--- src/rtl/trade_order_ctrl.sv ---
// rtl/trade_order_ctrl.sv - sequences buy/sell decisions into single orders
// with a position-limit check, post-fill cooldown and order timeout.
module trade_order_ctrl #(
  parameter int POS_WIDTH = 8,
  parameter int POS_LIMIT = 8,
  parameter int ORDER_QTY = 1,
  parameter int COOLDOWN  = 4,
  parameter int TIMEOUT   = 16,
  parameter int CNT_WIDTH = 16
) (
  input  logic                 clk,
  input  logic                 rst,
  input  logic                 enable,
  input  logic                 signal_valid,
  input  logic                 buy_signal,
  input  logic                 sell_signal,
  input  logic                 order_ready,
  output logic                 order_valid,
  output logic                 order_side,
  output logic [POS_WIDTH-1:0] order_qty,
  output logic [POS_WIDTH-1:0] position,
  output logic                 busy,
  output logic [CNT_WIDTH-1:0] reject_cnt,
  output logic [CNT_WIDTH-1:0] timeout_cnt
);

  typedef enum logic [1:0] {IDLE, ISSUE, COOL} state_t;

  localparam int TW = $clog2(TIMEOUT + 1);
  localparam int CW = (COOLDOWN > 0) ? $clog2(COOLDOWN + 1) : 1;
  localparam logic [CW-1:0]               COOL_LOAD = CW'((COOLDOWN > 0) ? COOLDOWN - 1 : 0);
  localparam logic [TW-1:0]               WAIT_LAST = TW'(TIMEOUT - 1);
  localparam logic [POS_WIDTH-1:0]        QTY_OUT   = POS_WIDTH'(ORDER_QTY);
  localparam logic signed [POS_WIDTH:0]   QTY_EXT   = (POS_WIDTH + 1)'(ORDER_QTY);
  localparam logic signed [POS_WIDTH:0]   LIM_EXT   = (POS_WIDTH + 1)'(POS_LIMIT);

  state_t                  state, state_nx;
  logic [TW-1:0]           wait_cnt, wait_nx;
  logic [CW-1:0]           cool_cnt, cool_nx;
  logic                    side_nx;
  logic [POS_WIDTH-1:0]    pos_nx;
  logic                    rej_inc, to_inc;
  logic signed [POS_WIDTH:0] pos_ext, pos_up, pos_dn;
  logic                    buy_ok, sell_ok;

  // One extra bit of headroom so the limit compare can never wrap.
  assign pos_ext = {position[POS_WIDTH-1], position};
  assign pos_up  = pos_ext + QTY_EXT;
  assign pos_dn  = pos_ext - QTY_EXT;
  assign buy_ok  = (pos_up <= LIM_EXT);
  assign sell_ok = (pos_dn >= -LIM_EXT);

  always_comb begin
    state_nx = state;
    wait_nx  = wait_cnt;
    cool_nx  = cool_cnt;
    side_nx  = order_side;
    pos_nx   = position;
    rej_inc  = 1'b0;
    to_inc   = 1'b0;
    case (state)
      IDLE: begin
        if (enable && signal_valid) begin
          if (buy_signal && sell_signal) begin
            rej_inc = 1'b1;
          end else if (buy_signal) begin
            if (buy_ok) begin
              state_nx = ISSUE;
              side_nx  = 1'b1;
              wait_nx  = '0;
            end else begin
              rej_inc = 1'b1;
            end
          end else if (sell_signal) begin
            if (sell_ok) begin
              state_nx = ISSUE;
              side_nx  = 1'b0;
              wait_nx  = '0;
            end else begin
              rej_inc = 1'b1;
            end
          end
        end
      end
      ISSUE: begin
        // A ready on the final wait cycle still counts as a fill.
        if (order_ready) begin
          pos_nx = order_side ? pos_up[POS_WIDTH-1:0] : pos_dn[POS_WIDTH-1:0];
          if (COOLDOWN == 0) begin
            state_nx = IDLE;
          end else begin
            state_nx = COOL;
            cool_nx  = COOL_LOAD;
          end
        end else if (wait_cnt == WAIT_LAST) begin
          state_nx = IDLE;
          to_inc   = 1'b1;
        end else begin
          wait_nx = wait_cnt + 1'b1;
        end
      end
      COOL: begin
        if (cool_cnt == '0) state_nx = IDLE;
        else                cool_nx  = cool_cnt - 1'b1;
      end
      default: state_nx = IDLE;
    endcase
  end

  always_ff @(posedge clk) begin
    if (rst) begin
      state       <= IDLE;
      wait_cnt    <= '0;
      cool_cnt    <= '0;
      order_valid <= 1'b0;
      order_side  <= 1'b0;
      order_qty   <= '0;
      position    <= '0;
      busy        <= 1'b0;
      reject_cnt  <= '0;
      timeout_cnt <= '0;
    end else begin
      state       <= state_nx;
      wait_cnt    <= wait_nx;
      cool_cnt    <= cool_nx;
      order_valid <= (state_nx == ISSUE);
      order_side  <= side_nx;
      order_qty   <= (state_nx == ISSUE) ? QTY_OUT : '0;
      position    <= pos_nx;
      busy        <= (state_nx != IDLE);
      if (rej_inc && (reject_cnt != '1))  reject_cnt  <= reject_cnt + 1'b1;
      if (to_inc && (timeout_cnt != '1))  timeout_cnt <= timeout_cnt + 1'b1;
    end
  end

endmodule

--- config.mk ---
export PLATFORM = sky130hd
export DESIGN_NAME = trade_order_ctrl
export DESIGN_NICKNAME = d
export VERILOG_FILES = /design/src/rtl/trade_order_ctrl.sv
export SDC_FILE = /design/constraint.sdc
export NUM_CORES = 1
export LEC_CHECK = 0
export CORE_ASPECT_RATIO = 0.8
export CORE_MARGIN = 8
export CORE_UTILIZATION = 40
export CTS_CLUSTER_DIAMETER = 150
export DETAILED_ROUTE_END_ITERATION = 8
export PLACE_DENSITY = 0.62
export RECOVER_POWER = 50
export SLEW_MARGIN = 0
export SYNTH_ARGS = -nofsm -noshare
export SYNTH_HDL_FRONTEND = slang
export SYNTH_SLANG_ARGS = --single-unit
--- constraint.sdc ---
create_clock -name clk -period 4.8 [get_ports clk]
set_clock_uncertainty 0.1 [all_clocks]
set_input_delay 0.96 -clock clk [delete_from_list [all_inputs] [get_ports clk]]
set_output_delay 0.96 -clock clk [all_outputs]
set_load 0.05 [all_outputs]
Clock distribution:
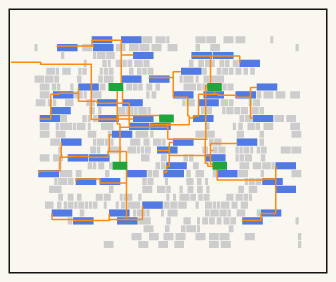
[blue] flip-flops | count: 53
[green] clock-net drivers | count: 5
[orange] clock wires | length: 668 um
routed clock nets: 6
part of the total power dissipated in the clock network: 33.3%
clock network latency to the later pin of the worst-skew pair: 0.30 ns
Clk power: 272 uW

The metal 2 layer:
Bar = 20 um.
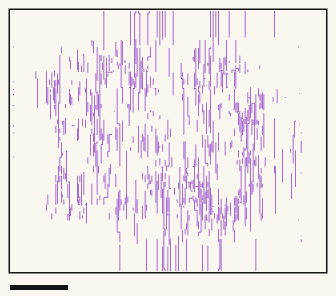
nets with wire on the layer: 323
wire length on this layer: 2850 um
share of all routed wire: 45%
main direction: vertical
longest straight run: 29.2 um
Final Routed Wirelength: 6.33 mm
met2 GRT Util: 19.5%
vias: 2486

Met1 routing:
Bar = 20 um. Supply wires on this layer in gray.
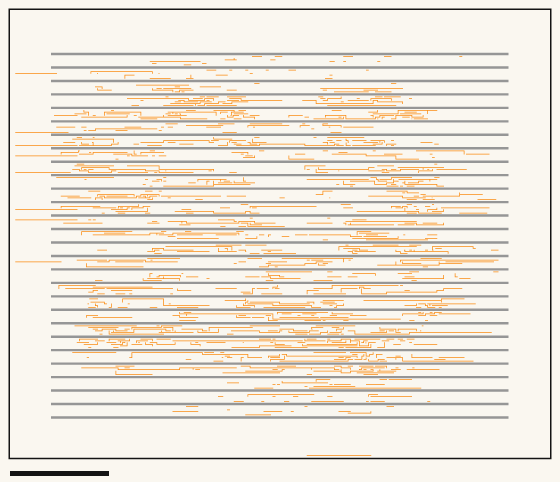
wire length on this layer: 3100 um
share of all routed wire: 49%
GR Layer Usage met1: 17.5%

==> notes.md <==
Implementation run completed; key figures follow.

Outcome:
- The flow ran to the end, and the final reports show no timing, DRC or antenna violations.

STA:
- The worst path needs 3.29 ns of the cycle, external delays included.
- The run gives the fmax as 0.304 GHz.
- The run gives the number of setup violations in the final report as 0.
- The pin closest to its max-slew limit shows a slew of 1.23 ns.
- The run puts the summed negative setup slack over all endpoints at 0 ns.

Global routing:
- The run gives the pin count of the biggest net entering global routing as 29.
- The via count of the first global-routing pass is 2253.
- The run gives the global-route wire length before repair as 10.7 mm.

Floorplan:
- The run gives the well-tap cell count as 87.
- The run puts the top-level port count at 58.

Synthesis:
- In the synthesized netlist, the number of instances is 340.
- The run gives the async set-or-reset flop fraction in the synthesized netlist as 0%.
- The run gives the proportion of netlist area held by the largest area contributor as 38.2%.
- The run gives the flip-flop and latch count after synthesis as 53.
- A synthesized cell averages 8.16 um2.
- The run gives the number of synthesis warnings as 0.
- The run gives the AND-OR/OR-AND share of the synthesized area as 14.9%.
- The run gives the count of library flops with an enable pin as 0.
- By count the netlist is led by sky130_fd_sc_hd__dfxtp_1 (53), sky130_fd_sc_hd__nor2_1 (41), sky130_fd_sc_hd__a21oi_1 (30).
- The run gives the most common cell in the netlist as sky130_fd_sc_hd__dfxtp_1.
- The run gives the area fraction in and, or, nand and nor cells after synthesis as 27.1%.
- The largest total area in the synthesized netlist belongs to sky130_fd_sc_hd__dfxtp_1.
- By area the synthesized netlist is led by sky130_fd_sc_hd__dfxtp_1 (38%), sky130_fd_sc_hd__nor2_1 (5.5%), sky130_fd_sc_hd__a21oi_1 (5.4%), sky130_fd_sc_hd__xnor2_1 (5.0%), sky130_fd_sc_hd__ha_1 (3.6%).
- The run puts the post-synthesis instance area at 0.00278 mm2.
- The run gives the share of synthesized area occupied by flip-flops and latches as 38.2%.
- The run puts the multiplexer share of the synthesized area at 2.16%.

Critical path:
- The run gives the most frequent cell on the critical path as sky130_fd_sc_hd__or4_1.
- The run gives the number of buffers and inverters on the critical path as 1.
- The run gives the flop-to-flop setup slack as 1.78 ns.
- Walking the critical path from launch to capture passes 7 cell instances.
- The run gives the worst endpoint data arrival time as 3.41 ns.
- The run gives the slowest cell on the critical path as sky130_fd_sc_hd__dlygate4sd3_1.
- For this run, the slowest stage of the critical path takes 0.61 ns.
- Walking the worst path, the cells encountered are dlygate4sd3_1, nand2_1, or4_1, and3_1, a21bo_1, or4_1, a21oi_1.
- Per STA, the startpoint of the critical path is buy_signal.
- OpenSTA lists the critical path endpoint as reject_cnt[9].
- Broken down by cell family, the worst path's largest delay share belongs to simple AND/OR/NAND/NOR gates.
- The required time at the worst endpoint is listed as 4.92 ns.

Placement:
- The run puts the last weighted congestion value of the routability-driven placer at 0.819.
- Per the detailed placement report, the placed cell area equals 0.00327 mm2.
- Per the post-place timing report, worst setup slack is 1.30 ns.
- The run gives the total instance count after detailed placement as 461.

Pwr:
- Per report_power, the sequential group accounts for 55.6% of the total.
- Looking at the power breakdown, combinational cells take 11.0% of the total.
- The run puts the total power density per cell area at 243 mW/mm2.
- The run gives the power in sequential cells as 455 uW.

Clock tree:
- The run puts the number of gates resized after cts at 0.
- The run gives the number of sinks driven by the clock tree as 53.
- The run puts the buffer levels on the longest clock path at 2.

Final layout:
- The run puts the proportion of cell area occupied by multi-input gates at 45.6%.
- The finished layout holds 469 standard cells, fillers aside.
- The run puts the flip-flop and latch area at 0.00106 mm2.
- The run gives the number of diodes as 0.
- According to the cell report, the number of logic gates is 255.
- The run puts the layout buffer count excluding clock buffers at 51.
- The layout report lists the multi-input gate area as 0.00154 mm2.
- Registers represent a cell area share of 31.5%.

Min path:
- The min-delay analysis places its worst path in the category register to register.
- The path with the worst hold slack has its endpoint at cool_cnt[2].

Run:
- The run gives the number of maximum-capacitance constraint violations as 0.
- The run puts the total tool warning count at 28.

Route:
- The run gives the remaining routing DRC violations as 0.
- For this block, the initial DRC count from the detailed router was 75.
- The run gives the number of optimization iterations in the first detailed-route pass as 4.
Routing congestion:
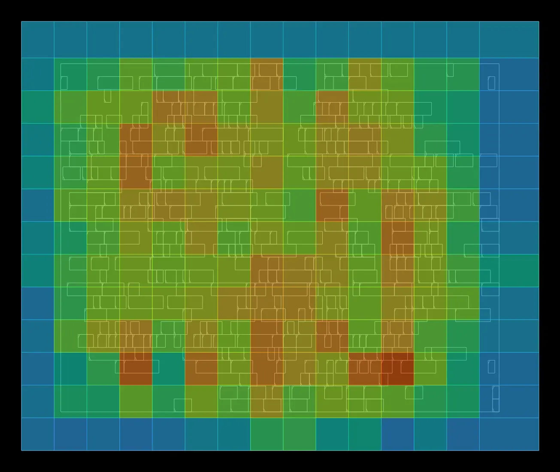
most used routing layer: met2
total track usage: 12.9%
final standard cell utilization of the core: 49.6%
met3 GRT Util: 4.14%
WL per Instance: 13.5 um

M3 wires:
Cells faint in the background.
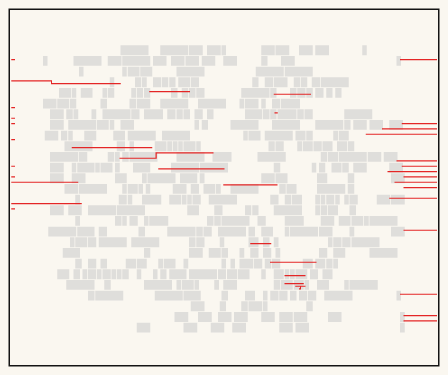
main direction: horizontal
nets with wire on the layer: 35

-- per-layer routing --
metal / wire length (um) / vias to the layer above / GRT usage [%] / share of wire (%)
li1: - / 1274 / - / -
met1: 3100 / 1159 / 17.5 / 49
met2: 2850 / 49 / 19.5 / 45
met3: 345 / 4 / 4.14 / 5.4
met4: 37 / 0 / 2.39 / 0.58
met5: 0 / - / 0 / 0
-- stage by stage --
stage,hold WS (ns),utilization [%]
2_1_floorplan,0.340,-
3_3_place_gp,0.359,48.2
3_5_place_dp,0.360,48.2
4_1_cts,0.374,49.7
5_1_grt,0.409,49.6
6_report,0.372,49.6
Power figures rest on the tool's default switching activity, not on a simulated workload.
